$ cat src/rtl/mem_bist.sv
// -----------------------------------------------------------------------------
// mem_bist -- march-style memory built-in self test.
//
// For every address from 0 to ADDR_LAST the engine writes the test pattern,
// reads it back and compares the returned word. It counts miscompares, with
// the count saturating at 16'hFFFF, and records the address of the first one.
// Each address takes exactly three cycles (WRITE, READ, CHECK). One FIN cycle
// closes the run.
//
// Optional feature: define MEM_BIST_INVERT_PASS_EN to add a second sweep that
// writes and expects ~PATTERN. The miscompare count accumulates across both
// sweeps. With the macro undefined there is a single sweep and no sweep state.
// -----------------------------------------------------------------------------
module mem_bist #(
  parameter logic [15:0] ADDR_LAST = 16'h1FFF,
  parameter logic [15:0] PATTERN   = 16'hABCD
) (
  input  logic        CLK,
  input  logic        RST,
  input  logic        start,
  output logic        busy,
  output logic        done,
  output logic        pass,
  output logic [15:0] fail_count,
  output logic [15:0] fail_addr,
  output logic        memW,
  output logic        memR,
  output logic [15:0] addr_in,
  output logic [15:0] dataW_in,
  input  logic [15:0] mem_out
);

  typedef enum logic [2:0] {
    IDLE  = 3'd0,
    WRITE = 3'd1,
    READ  = 3'd2,
    CHECK = 3'd3,
    FIN   = 3'd4
  } state_t;

  state_t      state_q;
  logic        busy_q;
  logic        done_q;
  logic        memw_q;
  logic        memr_q;
  logic [15:0] addr_q;
  logic [15:0] dataw_q;      // holds the pattern of the sweep in progress
  logic [15:0] fail_cnt_q;
  logic [15:0] fail_addr_q;
`ifdef MEM_BIST_INVERT_PASS_EN
  logic        sweep_q;      // 0: PATTERN sweep, 1: ~PATTERN sweep
`endif

  logic [15:0] fail_cnt_d;
  logic        miscompare;

  // Saturating next value of the miscompare counter.
  always_comb begin
    // NOTE: give every always_comb output a default first, so that no path
    // leaves it unassigned and no latch is inferred.
    fail_cnt_d = fail_cnt_q;
    if (fail_cnt_q != 16'hFFFF) begin
      fail_cnt_d = fail_cnt_q + 16'd1;
    end
  end

  // The read word arrives in CHECK, the cycle after memR. The pattern it is
  // compared against is the one that was written in WRITE.
  assign miscompare = (mem_out != dataw_q);

  // Sequence the test and register all of its outputs.
  always_ff @(posedge CLK) begin
    // NOTE: sequential state uses non-blocking assignments only, so every
    // register samples the pre-edge values of the others.
    if (RST) begin
      state_q     <= IDLE;
      busy_q      <= 1'b0;
      done_q      <= 1'b0;
      memw_q      <= 1'b0;
      memr_q      <= 1'b0;
      addr_q      <= 16'h0000;
      dataw_q     <= 16'h0000;
      fail_cnt_q  <= 16'h0000;
      fail_addr_q <= 16'h0000;
`ifdef MEM_BIST_INVERT_PASS_EN
      sweep_q     <= 1'b0;
`endif
    end else begin
      case (state_q)
        IDLE: begin
          if (start) begin
            state_q     <= WRITE;
            busy_q      <= 1'b1;
            done_q      <= 1'b0;
            memw_q      <= 1'b1;
            addr_q      <= 16'h0000;
            dataw_q     <= PATTERN;
            fail_cnt_q  <= 16'h0000;
            fail_addr_q <= 16'h0000;
`ifdef MEM_BIST_INVERT_PASS_EN
            sweep_q     <= 1'b0;
`endif
          end
        end

        WRITE: begin
          state_q <= READ;
          memw_q  <= 1'b0;
          memr_q  <= 1'b1;
        end

        READ: begin
          state_q <= CHECK;
          memr_q  <= 1'b0;
        end

        CHECK: begin
          if (miscompare) begin
            fail_cnt_q <= fail_cnt_d;
            if (fail_cnt_q == 16'h0000) begin
              fail_addr_q <= addr_q;
            end
          end
          // The address is never incremented once it reaches ADDR_LAST, so it
          // cannot wrap even when ADDR_LAST is 16'hFFFF.
          if (addr_q != ADDR_LAST) begin
            state_q <= WRITE;
            memw_q  <= 1'b1;
            addr_q  <= addr_q + 16'd1;
          end
`ifdef MEM_BIST_INVERT_PASS_EN
          else if (!sweep_q) begin
            state_q <= WRITE;
            memw_q  <= 1'b1;
            sweep_q <= 1'b1;
            addr_q  <= 16'h0000;
            dataw_q <= ~PATTERN;
          end
`endif
          else begin
            state_q <= FIN;
            busy_q  <= 1'b0;
            done_q  <= 1'b1;
          end
        end

        FIN: begin
          state_q <= IDLE;
        end

        default: begin
          state_q <= IDLE;
          busy_q  <= 1'b0;
          memw_q  <= 1'b0;
          memr_q  <= 1'b0;
        end
      endcase
    end
  end

  assign busy       = busy_q;
  assign done       = done_q;
  assign pass       = (fail_cnt_q == 16'h0000);
  assign fail_count = fail_cnt_q;
  assign fail_addr  = fail_addr_q;
  assign memW       = memw_q;
  assign memR       = memr_q;
  assign addr_in    = addr_q;
  assign dataW_in   = dataw_q;

endmodule

$ cat config.mk
export PLATFORM = sky130hd
export DESIGN_NAME = mem_bist
export DESIGN_NICKNAME = d
export VERILOG_FILES = /design/src/rtl/mem_bist.sv
export SDC_FILE = /design/constraint.sdc
export NUM_CORES = 1
export LEC_CHECK = 0
export ABC_AREA = 1
export CORE_MARGIN = 2
export CORE_UTILIZATION = 53
export DETAILED_ROUTE_END_ITERATION = 12
export HOLD_SLACK_MARGIN = 0.12
export PLACE_DENSITY = 0.92
export SLEW_MARGIN = 20
export SYNTH_ARGS = -nofsm -noshare
export SYNTH_HDL_FRONTEND = slang
export SYNTH_SLANG_ARGS = --single-unit
$ cat constraint.sdc
create_clock -name CLK -period 3.7 [get_ports CLK]
set_clock_uncertainty 0.2 [all_clocks]
set_input_delay 0.555 -clock CLK [delete_from_list [all_inputs] [get_ports CLK]]
set_output_delay 0.555 -clock CLK [all_outputs]
set_load 0.005 [all_outputs]
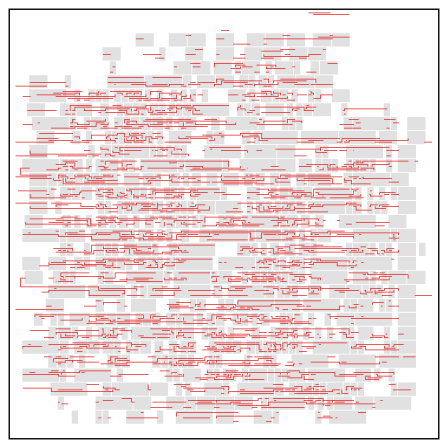
Fig. 1. The metal 1 layer (run 1).
Cells faint in the background.
The wires run mostly horizontal. The longest straight run is 21.2 microns.

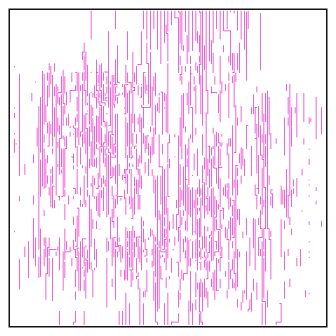
Fig. 2. Signal wires on met2 (run 1).
The layer carries 4,250 microns of wire. The wires run mostly vertical. The longest straight run is 37.7 microns.

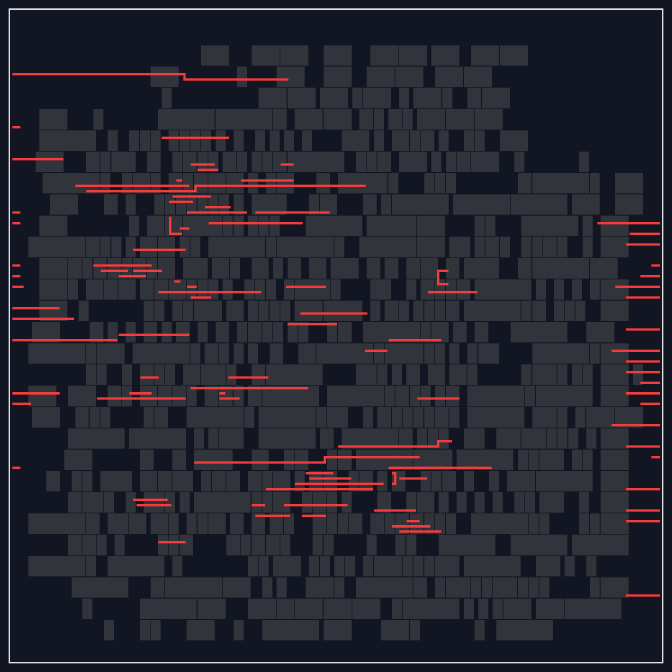
Fig. 3. Met3 routing (run 1).
Cells faint in the background.
The layer carries 545 microns of wire. The layer holds 6.3% of the routed length. The wires run mostly horizontal. The longest straight run is 21.8 microns.

==> results.cfg, run 1 <==
; generated from flow reports
[outcome]
status = finished clean

[pwr]
swShare_pct = 29.5
p_clk_share_pct = 27.6
p_int_w = 0.000889
power_leader = registers

[final_layout]
mi_logic_area_sq_um = 1740
flop_area_sq_um = 1120
final_area_sq_um = 4190
fill_cells = 513
seq_cell_count = 56
nNonClkInverters = 87
seq_share_pct = 26.8

[routing]
first_pass_iters = 5
wire_per_inst_microns = 13.0
highest_layer = met4
drc = 0
wl_met3_microns = 544
vias_per_cell = 5.33
ant_nets = 0

[synthesis]
adder_share_pct = 1.13
syn_inst = 525
synthXorXnorAreaFrac_pct = 0.788
post_synth_ao_oa_area_fraction_pct = 12.2
ff_type = dfxtp_1
simple_gate_share_pct = 37.2

[setup_path]
cp_top_family = buffers and inverters
timing.critical_path.fanout_max = 6
worstPathArrival_ns = 1.91
startpoint_type = flip-flop
crit_path_end = pass

[placement]
place_ws_ns = 0.816
hpwl_mm = 6.47
place_area_sq_um = 4100

[floorplan]
die-width_microns = 83.3
tap_cells = 75
dieHeight_microns = 83.3
die-area_sq_um = 6940

[global_routing]
grt_pass1_vias = 3334
met3_usage_pct = 4.57

[sta]
slew_viol_final = 0
final-setup-viol-count = 0

[clock_tree]
cts_resized = 0
path_clk_slew_ns = 0.10

[run]
tool_warnings = 27

[min_path]
worstHoldStart = memW$_SDFFE_PP0P_
==> run 2: changes to the inputs <==
--- a/config.mk
+++ b/config.mk
@@ -7,10 +7,10 @@
 export LEC_CHECK = 0
 export ABC_AREA = 1
 export CORE_MARGIN = 2
-export CORE_UTILIZATION = 53
+export CORE_UTILIZATION = 49
 export DETAILED_ROUTE_END_ITERATION = 12
 export HOLD_SLACK_MARGIN = 0.12
-export PLACE_DENSITY = 0.92
+export PLACE_DENSITY = 0.87
 export SLEW_MARGIN = 20
 export SYNTH_ARGS = -nofsm -noshare
 export SYNTH_HDL_FRONTEND = slang
==> constraint.sdc (replaced) <==
create_clock -name CLK -period 2.65 [get_ports CLK]
set_clock_uncertainty 0.2 [all_clocks]
set_input_delay 0.3975 -clock CLK [delete_from_list [all_inputs] [get_ports CLK]]
set_output_delay 0.3975 -clock CLK [all_outputs]
set_load 0.005 [all_outputs]
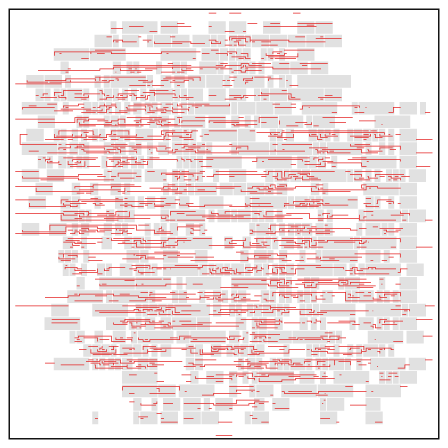
Fig. 4. The metal 1 layer (run 2).
Cells faint in the background.
The longest straight run is 27.6 microns. The layer carries 3,850 microns of wire.

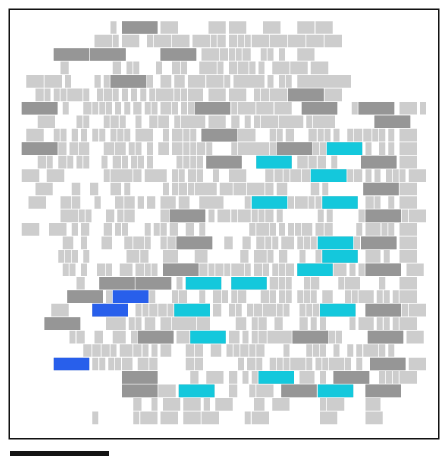
Fig. 5. Sequential cells grouped by signal name (run 2).
Scale bar: 20 microns. Other sequential cells in the stronger grey, the rest of the logic in the fainter grey.
Key: state_q = blue [placed flops 3]; addr_in = cyan [placed flops 16]

==> run 2 against run 1 <==
Sequential share of layout area down 0.63 points. Register-to-register slack worse by 0.75 ns. Wire length up 0.46%. Worst setup slack worse by 0.88 ns. Hold slack worse by 0.0084 ns. Synthesized cell count unchanged. Sequential power up about 40%. Combinational power up 44%. Die area up 7.8%. Largest power group unchanged.
==> results.cfg, run 2 <==
; generated from flow reports
[min_path]
worstHoldStart = memW$_SDFFE_PP0P_

[final_layout]
mi_logic_area_sq_um = 1740
fill_cells = 606
flop_area_sq_um = 1120

[synthesis]
post_synth_ao_oa_area_fraction_pct = 12.2
adder_share_pct = 1.13

[pwr]
p_clk_share_pct = 30.7
swShare_pct = 27.5

[setup_path]
crit_path_end = pass
timing.critical_path.fanout_max = 6

[routing]
first_pass_iters = 5
wl_met3_microns = 349
drc = 0
wire_per_inst_microns = 12.8

[placement]
place_ws_ns = 0.193
hpwl_mm = 6.64
place_area_sq_um = 4170

[sta]
final-setup-viol-count = 0
slew_viol_final = 0

[run]
tool_warnings = 27

[clock_tree]
cts_resized = 0
path_clk_slew_ns = 0.10

[global_routing]
met3_usage_pct = 3.43
grt_pass1_vias = 3281

[floorplan]
die-area_sq_um = 7480
die-width_microns = 86.5

[outcome]
status = finished clean
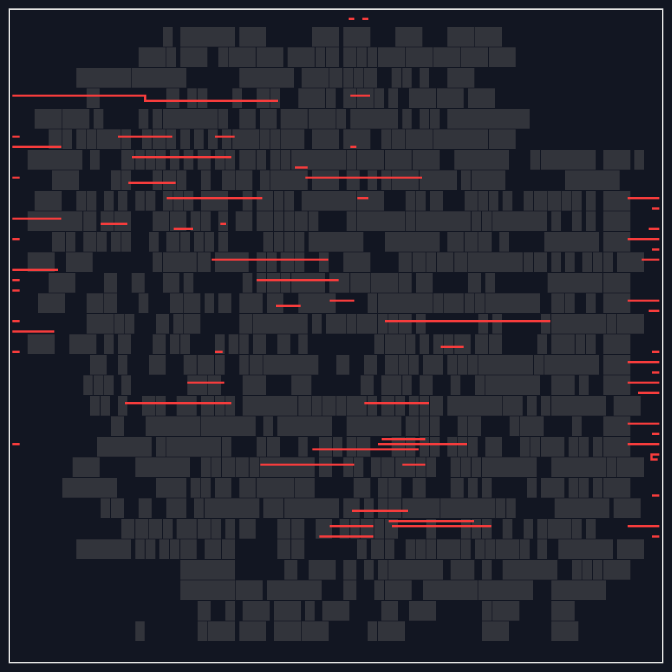
Fig. 6. Met3 routing (run 2).
Cells faint in the background.
59 nets have wire on it. The layer carries 350 microns of wire. The longest straight run is 21.6 microns. The wires run mostly horizontal. The layer holds 4.0% of the routed length.

Power figures rest on the tool's default switching activity, not on a simulated workload.
